run_1/placement_by_type.png
(3 px per um)
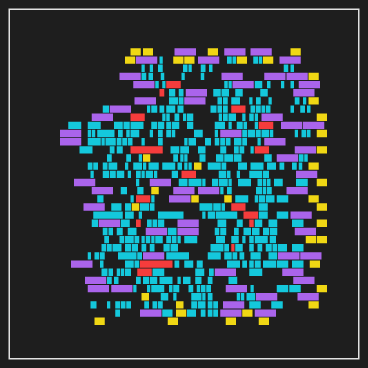
run_1/detail.png
Region (16, 74) to (41, 99) um. Cells in gray, sequential cells in the stronger gray; small squares are vias.
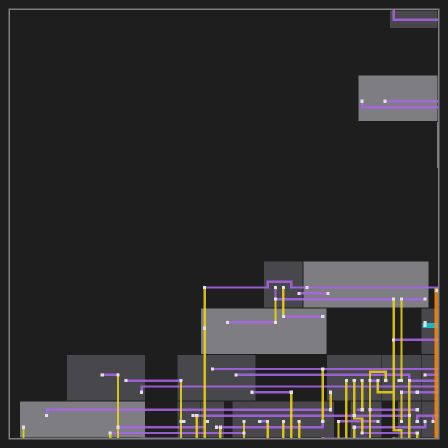
run_1/layer_met1.png
(4 px per um)
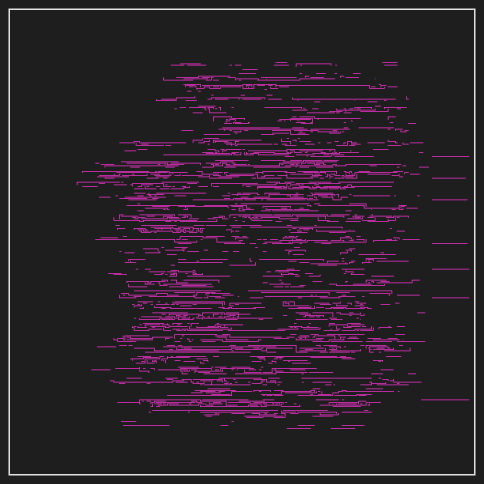
Design servo_pwm_capture, sky130hd; sources not shown.
==> GITHUB_STEP_SUMMARY, run 1 <==
### Metrics collected by this job

| Metric | Value |
|---|---|
| Reg2Reg Depth | 9 |
| Htree depth | 3 |
| Post-synth cell types | 67 |
| Top cells, area | dfxtp_1, a21oi_1, ha_1, nand2_1, o221a_2 |
| Synth warn | 0 |
| Non-clk bufs | 38 |
| Data required, critical path | 3.53 ns |
| # Post-CTS Setup Buffers | 0 |
| Max Root-Sink Buffers | 2 |
| Crit. End Element | register |
| Clock network area share | 0.05050 |
| Overall power | 1.583 mW |
| Inverters | 10 |
| Max-Cap Viols | 0 |
| Synth Seq Share | 0.3260 |
| Met2 Use GR | 0.2484 |
| # clock sinks | 60 |
| Power in sequential cells | 0.735 mW |
| Critical setup path kind | register to register |
| Post-DP HPWL | 7320 um |
| Diode count | 0 |
| Status | completed |
| Logic share of the area | 0.5450 |
| P&R area growth vs syn | 16.33% |
| Most frequent cells after synthesis | dfxtp_1, nand2_1, a21oi_1 |
Back to the opening pictures, placement_by_type.png:
class	color	cells	share of their area
combinational and other logic	cyan	368	57%
sequential cells	purple	60	29%
remaining buffers and delay cells	yellow	38	8.7%
clock drivers and dummy loads	red	16	5.2%
site row count: 34
sequential cell area share: 0.2802
post-route design area: 4287 um2

Back to the opening pictures, detail.png:
layer	color
metal 2	yellow
metal 1	purple
metal 4	orange
metal 3	cyan
sequential cells in the window	4
most frequent	dfxtp_1 (4), inv_1 (2), ha_1 (2)
cells with their middle in the window	14

Back to the opening pictures, layer_met1.png:
longest straight run	35.9 um
main direction	horizontal
met1 usage: 0.1909
overall routed net length: 10240 um
vias: 3530

run_1/congestion.png
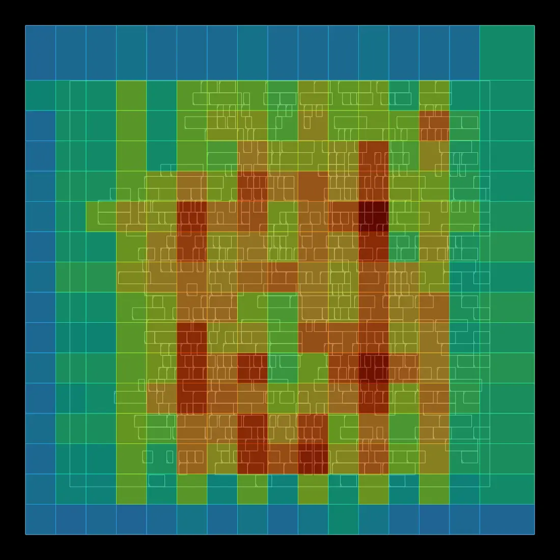

--- run 2 (diff from run 1) ---
CORE_MARGIN = unset   (was 10)
run_2/congestion.png
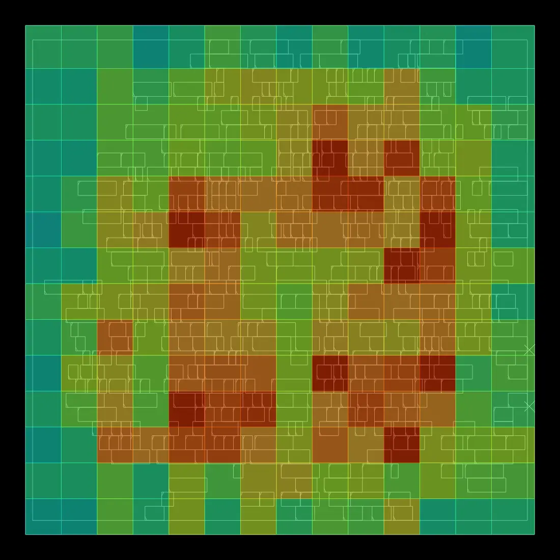
post-layout util: 0.4868
met2 Use GR: 0.3315
met1 usage: 0.2762

==> GITHUB_STEP_SUMMARY, run 2 <==
### Metrics collected by this job

| Metric | Value |
|---|---|
| P&R area growth vs syn | 16.33% (unchanged) |
| Top cells, area | dfxtp_1, a21oi_1, ha_1, nand2_1, o221a_2 |
| Critical setup path kind | register to register |
| Drt pass-1 iters | 6 |
| # Post-CTS Setup Buffers | 0 (unchanged) |
| Non-clk bufs | 39 (+2.6%) |
| Total negative slack | 0 ns |
| Failing checks | design-rule violations |
| Max-Slew Margin vs Limit | 0.4182 |
| Well Taps | 108 |
| Number of buffers created by CTS | 9 |
| Clock network area share | 0.04874 (-0.001751) |
| Overall routed net length | 9826 um (-4.1%) |
| Diode count | 0 (unchanged) |
| Residual DRC | 2 |
| Logic share of the area | 0.5450 (unchanged) |
| Crit. End Element | register |
| Sequential cell area share | 0.2802 (unchanged) |
| Max-Cap Viols | 0 (unchanged) |
| Inverters | 10 (unchanged) |
| Post-synth cell types | 67 (unchanged) |
| Htree depth | 3 (unchanged) |
| Max Root-Sink Buffers | 2 (unchanged) |
| Synth Seq Share | 0.3260 (unchanged) |
| Data required, critical path | 3.58 ns (+0.05 ns) |
| Reg2Reg Depth | 9 (unchanged) |
| Site row count | 34 (unchanged) |
| Power in sequential cells | 0.735 mW (about the same) |
| Post-route design area | 4287 um2 (unchanged) |
| Status | finished with violations |
| Vias | 3498 (-0.91%) |
| Post-DP HPWL | 7107 um (-2.9%) |
| # clock sinks | 60 (unchanged) |
| Flop2flop setup slack | 0.40 ns |
| Most frequent cells after synthesis | dfxtp_1, nand2_1, a21oi_1 |
| Synth warn | 0 (unchanged) |
run_2/detail.png
Region (12, 61) to (37, 86) um. Cells in gray, sequential cells in the stronger gray; small squares are vias.
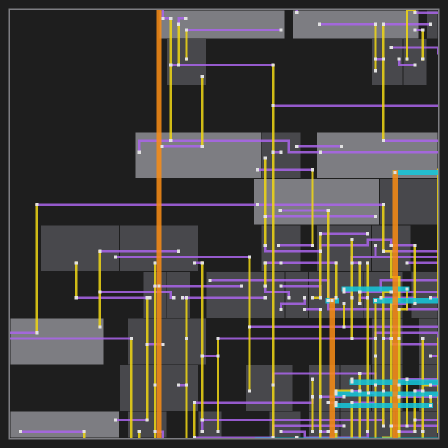
layer	color
metal 4	orange
metal 3	cyan
metal 2	yellow
metal 1	purple
most frequent	dfxtp_1 (7), ha_1 (5), nand2_1 (4)
sequential cells in the window	7
cells with their middle in the window	39

run_2/placement_by_type.png
(4 px per um)
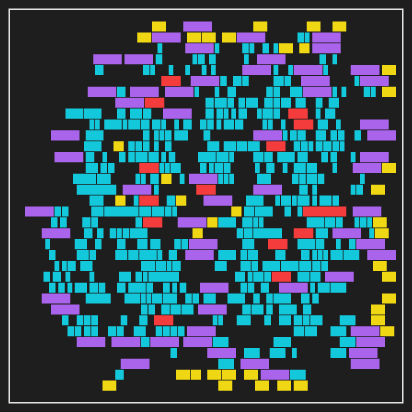

--- run 3 (diff from run 2) ---
CORE_MARGIN = 2   (was unset)
SLEW_MARGIN = unset   (was 30)
run_3/placement_by_type.png
(4 px per um)
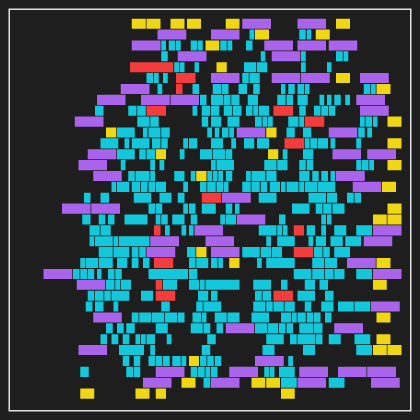
class	color	cells	share of their area
sequential cells	purple	60	29%
remaining buffers and delay cells	yellow	40	9.1%
combinational and other logic	cyan	368	57%
clock drivers and dummy loads	red	15	4.6%
sequential cell area share: 0.2807
post-layout util: 0.4698
site row count: 35
post-route design area: 4279 um2

run_3/sizes.png
(4 px per um)
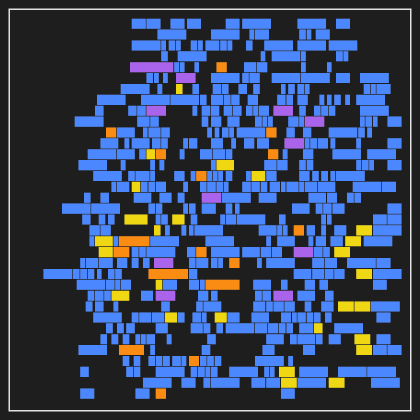
size	color	cells	share
_2 cells	yellow	26	5.4%
_0 and _1 cells	blue	430	89%
_6 and larger	purple	11	2.3%
_3 and _4 cells	orange	16	3.3%
Non-clk bufs: 40
P&R area growth vs syn: 16.13%
PnR worst setup slack: 0.3119 ns

==> GITHUB_STEP_SUMMARY, run 3 <==
### Metrics collected by this job

| Metric | Value |
|---|---|
| Htree depth | 3 (unchanged) |
| Status | completed |
| Number of buffers created by CTS | 9 (unchanged) |
| Max-Cap Viols | 0 (unchanged) |
| # clock sinks | 60 (unchanged) |
| Most frequent cells after synthesis | dfxtp_1, nand2_1, a21oi_1 |
| Power in sequential cells | 0.737 mW (about the same) |
| Crit. End Element | register |
| Met2 Use GR | 0.3404 (+0.008909) |
| Drt pass-1 iters | 5 (-1) |
| Critical setup path kind | register to register |
| Max Root-Sink Buffers | 2 (unchanged) |
| Logic share of the area | 0.5459 (+0.0009564) |
| Synth warn | 0 (unchanged) |
| Synth Seq Share | 0.3260 (unchanged) |
| Post-synth cell types | 67 (unchanged) |
| Data required, critical path | 3.58 ns (about the same) |
| Well Taps | 111 (+2.8%) |
| Die W | 99.98 um |
| Vias | 3477 (-0.60%) |
| Yosys xor share | 0.03328 |
| Crit path largest cell delay | 0.67 ns |
| Residual DRC | 0 (-2) |
| Reg2Reg Depth | 10 (+1) |
| # Post-CTS Setup Buffers | 0 (unchanged) |
| Diode count | 0 (unchanged) |
| GP Congestion | 0.9161 |
| Overall routed net length | 9804 um (-0.22%) |
| Clk_lat worst skew | 0.34 ns |
| Clock network area share | 0.04444 (-0.004301) |
| Flop2flop setup slack | 0.31 ns (-0.09 ns) |
| Top cells, area | dfxtp_1, a21oi_1, ha_1, nand2_1, o221a_2 |
| Inverters | 10 (unchanged) |
No activity file was given, so power comes from the tool's default toggle rates.
